==> config.mk <==
export PLATFORM = sky130hd
export DESIGN_NAME = ni_inject
export DESIGN_NICKNAME = d
export VERILOG_FILES = /design/src/rtl/noc_pkg.sv /design/src/rtl/ni_inject.sv
export SDC_FILE = /design/constraint.sdc
export NUM_CORES = 1
export LEC_CHECK = 0
export ABC_CLOCK_PERIOD_IN_PS = 3800
export CAP_MARGIN = 10
export CORE_ASPECT_RATIO = 0.9
export CORE_MARGIN = 5
export CORE_UTILIZATION = 41
export CTS_BUF_LIST = sky130_fd_sc_hd__clkbuf_4
export CTS_CLUSTER_DIAMETER = 100
export DETAILED_ROUTE_END_ITERATION = 7
export GPL_ROUTABILITY_DRIVEN = 0
export HOLD_SLACK_MARGIN = 0.12
export PLACE_DENSITY = 0.95
export SLEW_MARGIN = 10
export SYNTH_ARGS = -nofsm -noshare
export SYNTH_HDL_FRONTEND = slang
export SYNTH_SLANG_ARGS = --single-unit
export TNS_END_PERCENT = 1
==> constraint.sdc <==
create_clock -name clk -period 3.8 [get_ports clk]
set_input_delay 0.76 -clock clk [delete_from_list [all_inputs] [get_ports clk]]
set_output_delay 0.76 -clock clk [all_outputs]
set_load 0.01 [all_outputs]
Fig. 1: run 1, M2 wires
Scale: 6 px per µm.
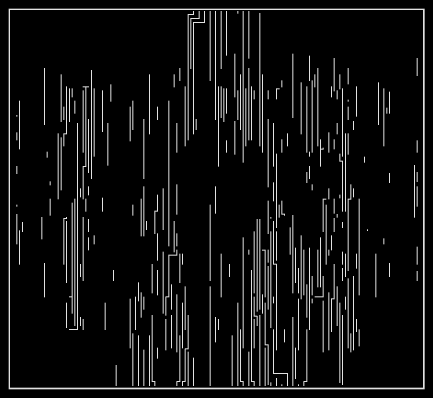
- wire length on this layer: 1690 µm
- longest straight run: 34.3 µm
Vias: 1113
routed wire length: 3.50 mm

Fig. 2: run 1, sequential cells colored by netlist name
Scale: 6 px per µm.
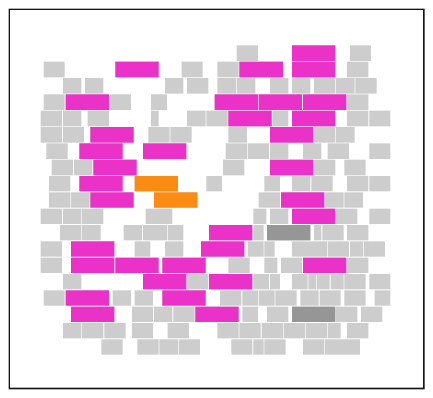
- orange: cnt_reg (placed flops 2)
- magenta: fifo_wdata (placed flops 33)
- not colored: 2
sequential logic power: 0.413 mW
Flop area: 741 µm²

Fig. 3: run 1, drive-strength map
Scale: 6 px per µm.
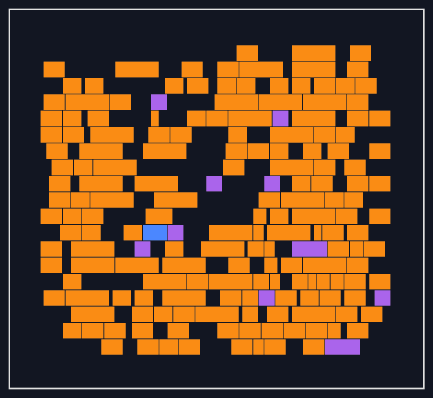
- orange: _0 and _1 cells (cells 167)
- blue: _2 cells (cells 1)
- purple: _3 and _4 cells (cells 10)
worst setup margin: 0.628 ns
Final Instance Area: 0.00209 mm²
Repair and plain buffers: 78
Area Overhead vs Synth: 63.5%

==> results.yml, run 1 <==
# implementation run metrics
status:
  status: "complete, no violations"
critical_path:
  rr_worst_depth: 4
  worstPathArrival_ns: 2.41
  cp.required_ns: 3.04
yosys:
  yosysWarnings: 0
  xor_area_frac: 0
  aoi_share: 0.256
  flop_cell: "dfxtp_1"
  top_cell_area_share: 0.580
  ys_seq_frac: 0.580
timing:
  setup_tns_ns: 0
  finClkSkew_ns: 0.0111
  fin_crit_sh: 0.835
  fmax_mhz: 315
  max_slew_margin: 0.578
global_routing:
  grt_remaining_overflow: 0
  grt_start_max_net_pins: 32
die:
  tap_cells: 42
  core_mm2: 0.00302
  rows: 19
hold_path:
  hp-class: "reg2reg"
finish:
  buf_share: 0.371
  drive_gt1_frac: 0.0618
  clock_area_frac: 0.0234
  lay_top_cells: "clkdlybuf4s50_1 (76), dfxtp_1 (37), a22o_1 (30), clkbuf_4 (6)"
  area_dominant_class: "buffers"
  seq_share: 0.355
job:
  warning_count: 26
cts:
  clk_path_buf_depth: 2
  root_buffer: "clkbuf_4"
detailed_routing:
  drc: 0
  met1_length_mm: 1.45
  viasPerCell: 5.06
  drtAntennaViolNets: 0
power_and_ir_drop:
  ir_worst_vdd_mv: 0.210
placed_design:
  dp_slack_ns: 0.616
==> run 1: metrics by stage <==
step	utilization	power, mW	instances	hold slack (ns)	cell area, µm²
after floorplan	-	0.469	102	0.446	1280
after global placement	0.676	0.539	213	0.455	2040
after detailed placement	0.676	0.544	213	0.456	2040
after CTS	0.692	0.728	220	0.485	2090
after global routing	0.692	0.752	220	0.495	2090
final	0.692	0.719	220	0.480	2090
==> run 1: worst max-delay path, cell delays in order <==
cell             delay (ns)
clkdlybuf4s50_1        0.61
inv_1                  0.14
nor4b_1                0.30
clkdlybuf4s50_1        0.61
==> run 1: power breakdown <==
part           switching (mW)  internal, mW  total, mW
combinational          0.0437        0.0787      0.122
clock                   0.110        0.0744      0.184
sequential             0.0101         0.403      0.413
==> inputs of run 2 (changes only) <==
--- a/config.mk
+++ b/config.mk
@@ -5,17 +5,17 @@
 export SDC_FILE = /design/constraint.sdc
 export NUM_CORES = 1
 export LEC_CHECK = 0
-export ABC_CLOCK_PERIOD_IN_PS = 3800
+export ABC_CLOCK_PERIOD_IN_PS = 3050
 export CAP_MARGIN = 10
 export CORE_ASPECT_RATIO = 0.9
 export CORE_MARGIN = 5
-export CORE_UTILIZATION = 41
+export CORE_UTILIZATION = 38
 export CTS_BUF_LIST = sky130_fd_sc_hd__clkbuf_4
 export CTS_CLUSTER_DIAMETER = 100
 export DETAILED_ROUTE_END_ITERATION = 7
 export GPL_ROUTABILITY_DRIVEN = 0
 export HOLD_SLACK_MARGIN = 0.12
-export PLACE_DENSITY = 0.95
+export PLACE_DENSITY = 0.91
 export SLEW_MARGIN = 10
 export SYNTH_ARGS = -nofsm -noshare
 export SYNTH_HDL_FRONTEND = slang
==> constraint.sdc (replaced) <==
create_clock -name clk -period 3.05 [get_ports clk]
set_input_delay 0.61 -clock clk [delete_from_list [all_inputs] [get_ports clk]]
set_output_delay 0.61 -clock clk [all_outputs]
set_load 0.01 [all_outputs]
Fig. 4: run 2, drive-strength map
Scale: 6 px per µm.
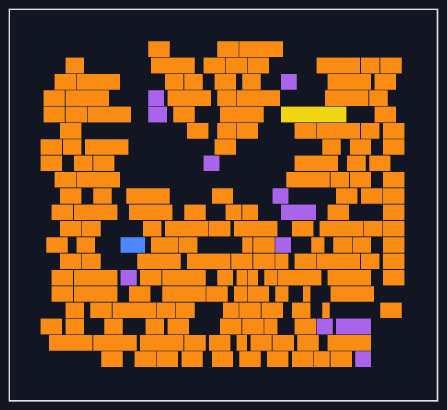
Final Instance Area: 0.00213 mm²
Area Overhead vs Synth: 66.4%
worst setup margin: 0.335 ns

==> run 2 against run 1 <==
  * Final cell count grew 1.4%
  * Clock skew rose by 0.0046 ns
  * Via count is 0.63% lower
  * Critical path depth unchanged
  * Total power up 40%
  * Count of clock-buffer cells in the layout shrank 1
  * Register-to-register slack lost 0.71 ns
  * Die area up 6.7%
  * Synthesized area unchanged
  * Sequential power up 25%
  * First-iteration DRC count down 35%
  * Largest power group unchanged
  * Flip-flop count did not move
==> results.yml, run 2 <==
# implementation run metrics
power_and_ir_drop:
  ir_worst_vdd_mv: 0.360
  swShare: 0.232
  powerComb_mw: 0.153
  power_leader: "sequential cells"
  p_clk_frac: 0.337
  power.share.sequential: 0.511
  combPwrFrac: 0.152
  p_int_mw: 0.774
hold_path:
  hp-class: "reg2reg"
critical_path:
  cp.required_ns: 2.44
  worst-path-buf-inv: 3
  rr_worst_depth: 2
  crit_path_top_delay_cell: "clkdlybuf4s50_1"
  crit_family: "buffers and inverters"
  worstPathArrival_ns: 2.10
  worstPathCellList: "clkdlybuf4s50_1 > inv_1 > nor4b_1 > clkdlybuf4s50_1"
  cp.depth: 4
  cpPeakStageDelay_ns: 0.61
yosys:
  ys_seq_frac: 0.580
  aoi_share: 0.256
  top_cell_area_share: 0.580
  yosysWarnings: 0
  flop_cell: "dfxtp_1"
  xor_area_frac: 0
timing:
  fin_crit_sh: 0.890
  setup_tns_ns: 0
  hold_violations: 0
  holdWs_ns: 0.483
  finClkSkew_ns: 0.0157
  fmax_mhz: 368
  max_slew_margin: 0.265
status:
  status: "complete, no violations"
finish:
  stdcell_count: 223
  drive_gt1_frac: 0.0726
global_routing:
  grt_start_max_net_pins: 32
  grt_remaining_overflow: 0
placed_design:
  placed_area_mm2: 0.00204
  dp_cells: 215
detailed_routing:
  drtAntennaViolNets: 0
  wirelength_mm: 3.61
  viasPerCell: 4.96
  vias: 1106
  met1_length_mm: 1.44
  drc: 0
job:
  warning_count: 26
cts:
  clk_path_buf_depth: 2
  root_buffer: "clkbuf_4"
die:
  core_mm2: 0.00330
  rows: 20
Fig. 5: run 2, sequential cells colored by netlist name
Scale: 6 px per µm.
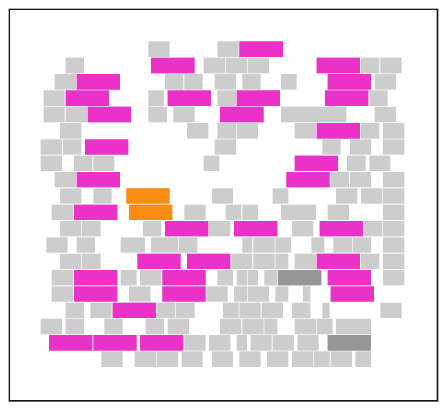
- magenta: fifo_wdata (placed flops 33)
- orange: cnt_reg (placed flops 2)
sequential logic power: 0.515 mW
sequential cell area share: 0.348
Final Util: 0.644

[run 2: cell type report]
type | instances | area, µm² | share of cell area
sequential | 37 | 741 | 0.348
tap | 44 | 55.1 | 0.0259
timing repair buffer | 78 | 776 | 0.365
clock buffer | 5 | 37.5 | 0.0177
inverter | 2 | 7.51 | 0.00353
multi-input combinational | 54 | 463 | 0.218
clock inverter | 3 | 46.3 | 0.0218
[run 2: cell families (layout without fill, tap and decap cells)]
kind of cell	count (synthesis)	in the layout
compound gates	40	40
fa+ha+maj	1	1
buf+inv	11	88
flops	37	37
mux	5	5
simple gates	8	8
[run 2: worst register-to-register path, cell delays in order, from the launching register on]
cell     delay (ns)
dfxtp_1        0.57
and3_1         0.97
mux2_2         0.31
Power and IR drop assume default switching activity.
